## src/rtl/sipo_pkg.sv

```systemverilog
// Shared types and line-level constants for the serial frame receiver.
package sipo_pkg;

    typedef enum logic [1:0] {
        IDLE   = 2'd0,
        DATA   = 2'd1,
        PARITY = 2'd2,
        STOP   = 2'd3
    } rx_state_t;

    localparam logic START_BIT  = 1'b1;
    localparam logic STOP_BIT   = 1'b0;
    localparam logic IDLE_LEVEL = 1'b0;

endpackage

```

## src/rtl/sipo_frame_rx_if.sv

```systemverilog
// Serial-in / parallel-out signal bundle between line driver, receiver and word consumer.
interface sipo_frame_rx_if #(
    parameter int unsigned DATA_W = 8
);
    logic              sin;
    logic              en;
    logic              dout_ready;
    logic [DATA_W-1:0] dout;
    logic              dout_valid;
    logic              parity_err;
    logic              frame_err;
    logic              overrun;
    logic              busy;

    // master drives the serial line and consumes words; slave is the receiver
    modport master (
        output sin, en, dout_ready,
        input  dout, dout_valid, parity_err, frame_err, overrun, busy
    );

    modport slave (
        input  sin, en, dout_ready,
        output dout, dout_valid, parity_err, frame_err, overrun, busy
    );
endinterface

```

## src/rtl/sipo_out_buf.sv

```systemverilog
// One-entry valid/ready holding register for a received word and its parity status.
module sipo_out_buf #(
    parameter int unsigned DATA_W = 8
) (
    input  logic              clk,
    input  logic              rst,
    input  logic              i_load,
    input  logic [DATA_W-1:0] i_data,
    input  logic              i_perr,
    input  logic              i_ready,
    output logic [DATA_W-1:0] o_dout,
    output logic              o_valid,
    output logic              o_perr,
    output logic              o_free_c
);

    logic [DATA_W-1:0] r_dout;
    logic              r_valid;
    logic              r_perr;

    // a full buffer that is draining this cycle can take a new word on the same edge
    assign o_free_c = !r_valid || i_ready;

    always_ff @(posedge clk or negedge rst) begin
        if (!rst) begin
            r_dout  <= '0;
            r_valid <= 1'b0;
            r_perr  <= 1'b0;
        end else if (i_load) begin
            r_dout  <= i_data;
            r_perr  <= i_perr;
            r_valid <= 1'b1;
        end else if (r_valid && i_ready) begin
            r_valid <= 1'b0;
        end
    end

    assign o_dout  = r_dout;
    assign o_valid = r_valid;
    assign o_perr  = r_perr;

endmodule

```

## src/rtl/sipo_frame_rx.sv

```systemverilog
// Serial frame receiver: start bit, MSB-first data, optional even parity, stop bit.
module sipo_frame_rx
    import sipo_pkg::*;
#(
    parameter int unsigned DATA_W    = 8,
    parameter bit          PARITY_EN = 1'b1
) (
    input  logic           clk,
    input  logic           rst,
    sipo_frame_rx_if.slave bus
);

    localparam int unsigned CNT_W = (DATA_W > 1) ? $clog2(DATA_W) : 1;

    localparam logic [1:0] ST_IDLE   = 2'(IDLE);
    localparam logic [1:0] ST_DATA   = 2'(DATA);
    localparam logic [1:0] ST_PARITY = 2'(PARITY);
    localparam logic [1:0] ST_STOP   = 2'(STOP);

    logic [1:0]        r_state;
    logic [CNT_W-1:0]  r_cnt;
    logic [DATA_W-1:0] r_shreg;
    logic              r_perr;
    logic              r_busy;
    logic              r_frame_err;
    logic              r_overrun;

    logic [1:0]        w_state_nxt;
    logic [CNT_W-1:0]  w_cnt_nxt;
    logic [DATA_W-1:0] w_shreg_nxt;
    logic              w_perr_nxt;
    logic              w_stop_good;
    logic              w_stop_bad;
    logic              w_free;
    logic              w_load;
    logic              w_perr_out;

    // frame sequencing; everything here advances only on bit-sample cycles
    always_comb begin
        w_state_nxt = r_state;
        w_cnt_nxt   = r_cnt;
        w_shreg_nxt = r_shreg;
        w_perr_nxt  = r_perr;
        w_stop_good = 1'b0;
        w_stop_bad  = 1'b0;
        if (bus.en) begin
            case (r_state)
                ST_IDLE: begin
                    if (bus.sin == START_BIT) begin
                        w_state_nxt = ST_DATA;
                        w_cnt_nxt   = '0;
                    end
                end
                ST_DATA: begin
                    w_shreg_nxt = {r_shreg[DATA_W-2:0], bus.sin};
                    w_cnt_nxt   = r_cnt + CNT_W'(1);
                    if (r_cnt == CNT_W'(DATA_W - 1)) begin
                        w_state_nxt = PARITY_EN ? ST_PARITY : ST_STOP;
                    end
                end
                ST_PARITY: begin
                    w_perr_nxt  = (^r_shreg) ^ bus.sin;
                    w_state_nxt = ST_STOP;
                end
                ST_STOP: begin
                    w_state_nxt = ST_IDLE;
                    if (bus.sin == STOP_BIT) begin
                        w_stop_good = 1'b1;
                    end else begin
                        w_stop_bad = 1'b1;
                    end
                end
                default: begin
                    w_state_nxt = ST_IDLE;
                end
            endcase
        end
    end

    // a good frame is discarded (overrun) only when the buffer cannot take it
    assign w_load     = w_stop_good && w_free;
    assign w_perr_out = PARITY_EN ? r_perr : 1'b0;

    always_ff @(posedge clk or negedge rst) begin
        if (!rst) begin
            r_state     <= ST_IDLE;
            r_cnt       <= '0;
            r_shreg     <= '0;
            r_perr      <= 1'b0;
            r_busy      <= 1'b0;
            r_frame_err <= 1'b0;
            r_overrun   <= 1'b0;
        end else begin
            r_state     <= w_state_nxt;
            r_cnt       <= w_cnt_nxt;
            r_shreg     <= w_shreg_nxt;
            r_perr      <= w_perr_nxt;
            r_busy      <= (w_state_nxt != ST_IDLE);
            r_frame_err <= w_stop_bad;
            r_overrun   <= w_stop_good && !w_free;
        end
    end

    sipo_out_buf #(
        .DATA_W (DATA_W)
    ) u_out_buf (
        .clk      (clk),
        .rst      (rst),
        .i_load   (w_load),
        .i_data   (r_shreg),
        .i_perr   (w_perr_out),
        .i_ready  (bus.dout_ready),
        .o_dout   (bus.dout),
        .o_valid  (bus.dout_valid),
        .o_perr   (bus.parity_err),
        .o_free_c (w_free)
    );

    assign bus.busy      = r_busy;
    assign bus.frame_err = r_frame_err;
    assign bus.overrun   = r_overrun;

endmodule

```

## src/flat_wrapper.sv

```systemverilog
// flat-port wrapper written by rule: the top's interface ports become plain ports
module sipo_frame_rx_flat import sipo_pkg::*;
#(
    parameter int unsigned DATA_W    = 8,
    parameter bit          PARITY_EN = 1'b1
)
  (clk, rst, bus_sin, bus_en, bus_dout_ready, bus_dout, bus_dout_valid, bus_parity_err, bus_frame_err, bus_overrun, bus_busy);
  sipo_frame_rx_if #(.DATA_W(DATA_W)) bus_i ();
  input  logic clk;
  input  logic rst;
  input wire logic [$bits(bus_i.sin)-1:0] bus_sin;
  input wire logic [$bits(bus_i.en)-1:0] bus_en;
  input wire logic [$bits(bus_i.dout_ready)-1:0] bus_dout_ready;
  output wire logic [$bits(bus_i.dout)-1:0] bus_dout;
  output wire logic [$bits(bus_i.dout_valid)-1:0] bus_dout_valid;
  output wire logic [$bits(bus_i.parity_err)-1:0] bus_parity_err;
  output wire logic [$bits(bus_i.frame_err)-1:0] bus_frame_err;
  output wire logic [$bits(bus_i.overrun)-1:0] bus_overrun;
  output wire logic [$bits(bus_i.busy)-1:0] bus_busy;
  assign bus_i.sin = bus_sin;
  assign bus_i.en = bus_en;
  assign bus_i.dout_ready = bus_dout_ready;
  assign bus_dout = bus_i.dout;
  assign bus_dout_valid = bus_i.dout_valid;
  assign bus_parity_err = bus_i.parity_err;
  assign bus_frame_err = bus_i.frame_err;
  assign bus_overrun = bus_i.overrun;
  assign bus_busy = bus_i.busy;
  sipo_frame_rx #(.DATA_W(DATA_W), .PARITY_EN(PARITY_EN)) u_core (.clk(clk), .rst(rst), .bus(bus_i));
endmodule
```

## config.mk

```make
export PLATFORM = sky130hd
export DESIGN_NAME = sipo_frame_rx_flat
export DESIGN_NICKNAME = d
export VERILOG_FILES = /design/src/rtl/sipo_pkg.sv /design/src/rtl/sipo_frame_rx_if.sv /design/src/rtl/sipo_out_buf.sv /design/src/rtl/sipo_frame_rx.sv /design/src/flat_wrapper.sv
export SDC_FILE = /design/constraint.sdc
export NUM_CORES = 1
export LEC_CHECK = 0
export CORE_MARGIN = 2
export CORE_UTILIZATION = 50
export CTS_CLUSTER_DIAMETER = 60
export DETAILED_ROUTE_END_ITERATION = 16
export PLACE_DENSITY_LB_ADDON = 0.05
export SLEW_MARGIN = 20
export SYNTH_ARGS = -nofsm -noshare
export SYNTH_HDL_FRONTEND = slang
export SYNTH_SLANG_ARGS = --single-unit
```

## constraint.sdc

```tcl
create_clock -name clk -period 2.2 [get_ports clk]
set_clock_uncertainty 0.05 [all_clocks]
set_input_delay 0.44 -clock clk [delete_from_list [all_inputs] [get_ports clk]]
set_output_delay 0.44 -clock clk [all_outputs]
set_load 0.1 [all_outputs]
```

==> qor.yml <==
yosys:
  post_synth.cell_area_avg_um2: 11.73
  yosys_warnings: 0
  synth_cell_type_count: 22
  synth.cell_area_um2: 1126
  ys_area_um2: 1126
clock_tree:
  cts.hold.buffers_added: 0
  number_of_h_tree_levels: 1
  clkTransAtPathRegs_ns: 0.14
pwr:
  netSwitchingPower_uw: 935.4
  total_leakage_power_nw: 0.6889
final_layout:
  regArea_um2: 675.6
  diodes: 0
drt:
  routed_wire_length_per_instance_um: 12.27
  topRoutingLayerUsed: "met4"
  detail_route.drc_violations: 0
  antenna_violation_net_count_after_detailed_routing: 0
  firstDrtPassIters: 4
  detailroute.wirelength.met2_um: 839
  num_vias: 737
  detail_route.iter0.violations: 8
final_timing:
  actual_transition_at_the_worst_max_transition_pin_ns: 0.4158
grt:
  first_global_vias: 727
die:
  chipHeight_um: 51.46
  row_count: 17
  floorplan.core_area_um2: 2170
  ioPinCount: 18
critical_path:
  kind_of_start_point_of_the_critical_path: "primary input"
place:
  placed_area_um2: 1309
  placed_cells: 142
status:
  status: "complete, no violations"
-- cell usage after synthesis (2+ instances only) --
cell type	count	area (um2)
nor2b_1	2	12.51
mux2_2	9	101.4
nand2b_1	2	12.51
nor2_1	2	7.510
o21ai_0	3	15.01
dfrtp_1	27	675.7
xor2_1	2	17.52
xnor2_1	4	35.03
a22o_1	2	17.52
ha_1	2	25.02
nand2_1	30	112.6
-- stage by stage --
stage	hold WS, ns	util, %
3_3_place_gp	0.4209	60.32
6_report	0.4376	61.53
5_1_grt	0.4516	61.53
4_1_cts	0.4347	61.53
3_5_place_dp	0.4257	60.32
2_1_floorplan	0.09441	-
-- power by group through the flow --
stage / sequential, mW / clock (mW) / combinational [mW]
after global routing: 0.813 / 0.231 / 1.10
after CTS: 0.786 / 0.215 / 1.04
after floorplan: 1.20 / 0 / 0.422
after detailed placement: 0.796 / 0 / 1.04
final: 0.786 / 0.205 / 1.03
after global placement: 0.788 / 0 / 1.02
-- registers in the layout, summed over array words and instances, names as in the netlist --
| signal | count |
|---|---|
| u_core.bus.overrun | 1 |
| u_core.r_cnt | 3 |
| u_core.r_perr | 1 |
| u_core.r_state | 2 |
| u_core.r_shreg | 8 |
| u_core.u_out_buf.o_perr | 1 |
| u_core.u_out_buf.o_dout | 8 |
| u_core.u_out_buf.o_valid | 1 |
| u_core.bus.busy | 1 |
| u_core.bus.frame_err | 1 |
-- routing by layer --
metal	vias to the layer above	global-route usage, %
li1	363	-
met1	357	21.57
met2	15	26.92
met3	2	3.509
met4	0	7.018
met5	-	0
-- worst register-to-register path, delay by kind of cell, from the launching register on --
family | cells | cell delay, ns
AND/OR/NAND/NOR | 2 | 0.33
multiplexers | 1 | 0.35
flip-flops | 1 | 0.52
buffers and inverters | 1 | 0.18
-- cell families (layout without fill, tap and decap cells) --
family,after synthesis,count (layout),share of synthesized area (%)
DFF,27,27,60.00
and+or+nand+nor,41,41,16.22
AOI/OAI and AO/OA,8,8,4.778
buffers and inverters,2,24,1.111
xor gates and xnor gates,7,7,6.666
muxes,9,9,9.000
adders and majority gates,2,2,2.222
-- layout make-up --
cell class / count / area share (%)
repair buffers: 20 / 12.00
well taps: 28 / 2.624
multi-input cells: 67 / 32.80
flip-flops and latches: 27 / 50.61
clock buffers: 4 / 1.968
-- path summary, 6_finish.rpt --
path | startpoint | end | cells after the start
worst max register to register | u_core.r_state[1] | u_core.u_out_buf.o_dout[4] | 4
worst min-delay path | rst | u_core.bus.frame_err | 2
max in group asynchronous | rst | u_core.r_shreg[4] | 2
min in group clk | u_core.r_perr | u_core.r_perr | 2
worst min register to register | u_core.r_perr | u_core.r_perr | 2
worst max-delay path | bus_en | u_core.u_out_buf.o_dout[4] | 5
Clock wires, drivers and flops:
Scale bar: 20 um.
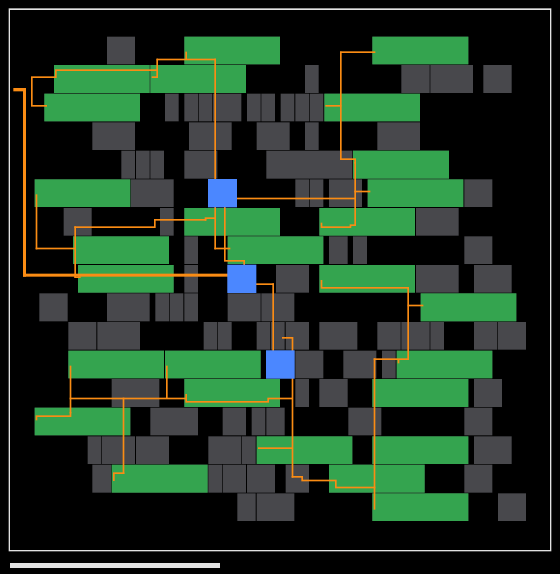
[clock-net drivers] blue | count: 3
[flip-flops] green | count: 27
[clock wires] orange | length: 277 um
routed clock nets: 4
clock network latency to the later pin of the worst-skew pair: 0.31 ns
share of power burned in the clock network: 10.2%
power drawn by the clock network: 205 uW

Gate families picked out:
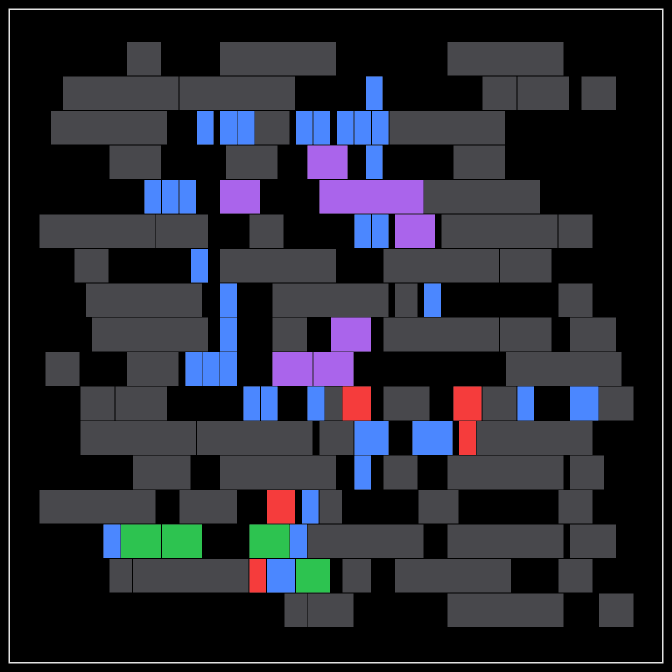
[nand cells] blue | cells: 34 | most used: nand2_1
[nor cells] red | cells: 5
[non-inverting ao/oa cells] green | cells: 4 | most used: a22o_1
[xor and xnor cells] purple | cells: 7 | most used: xnor2_1
post-route non-filler standard cell count: 146
most frequent logic cell in the layout: nand2_1

Power and IR drop assume default switching activity.
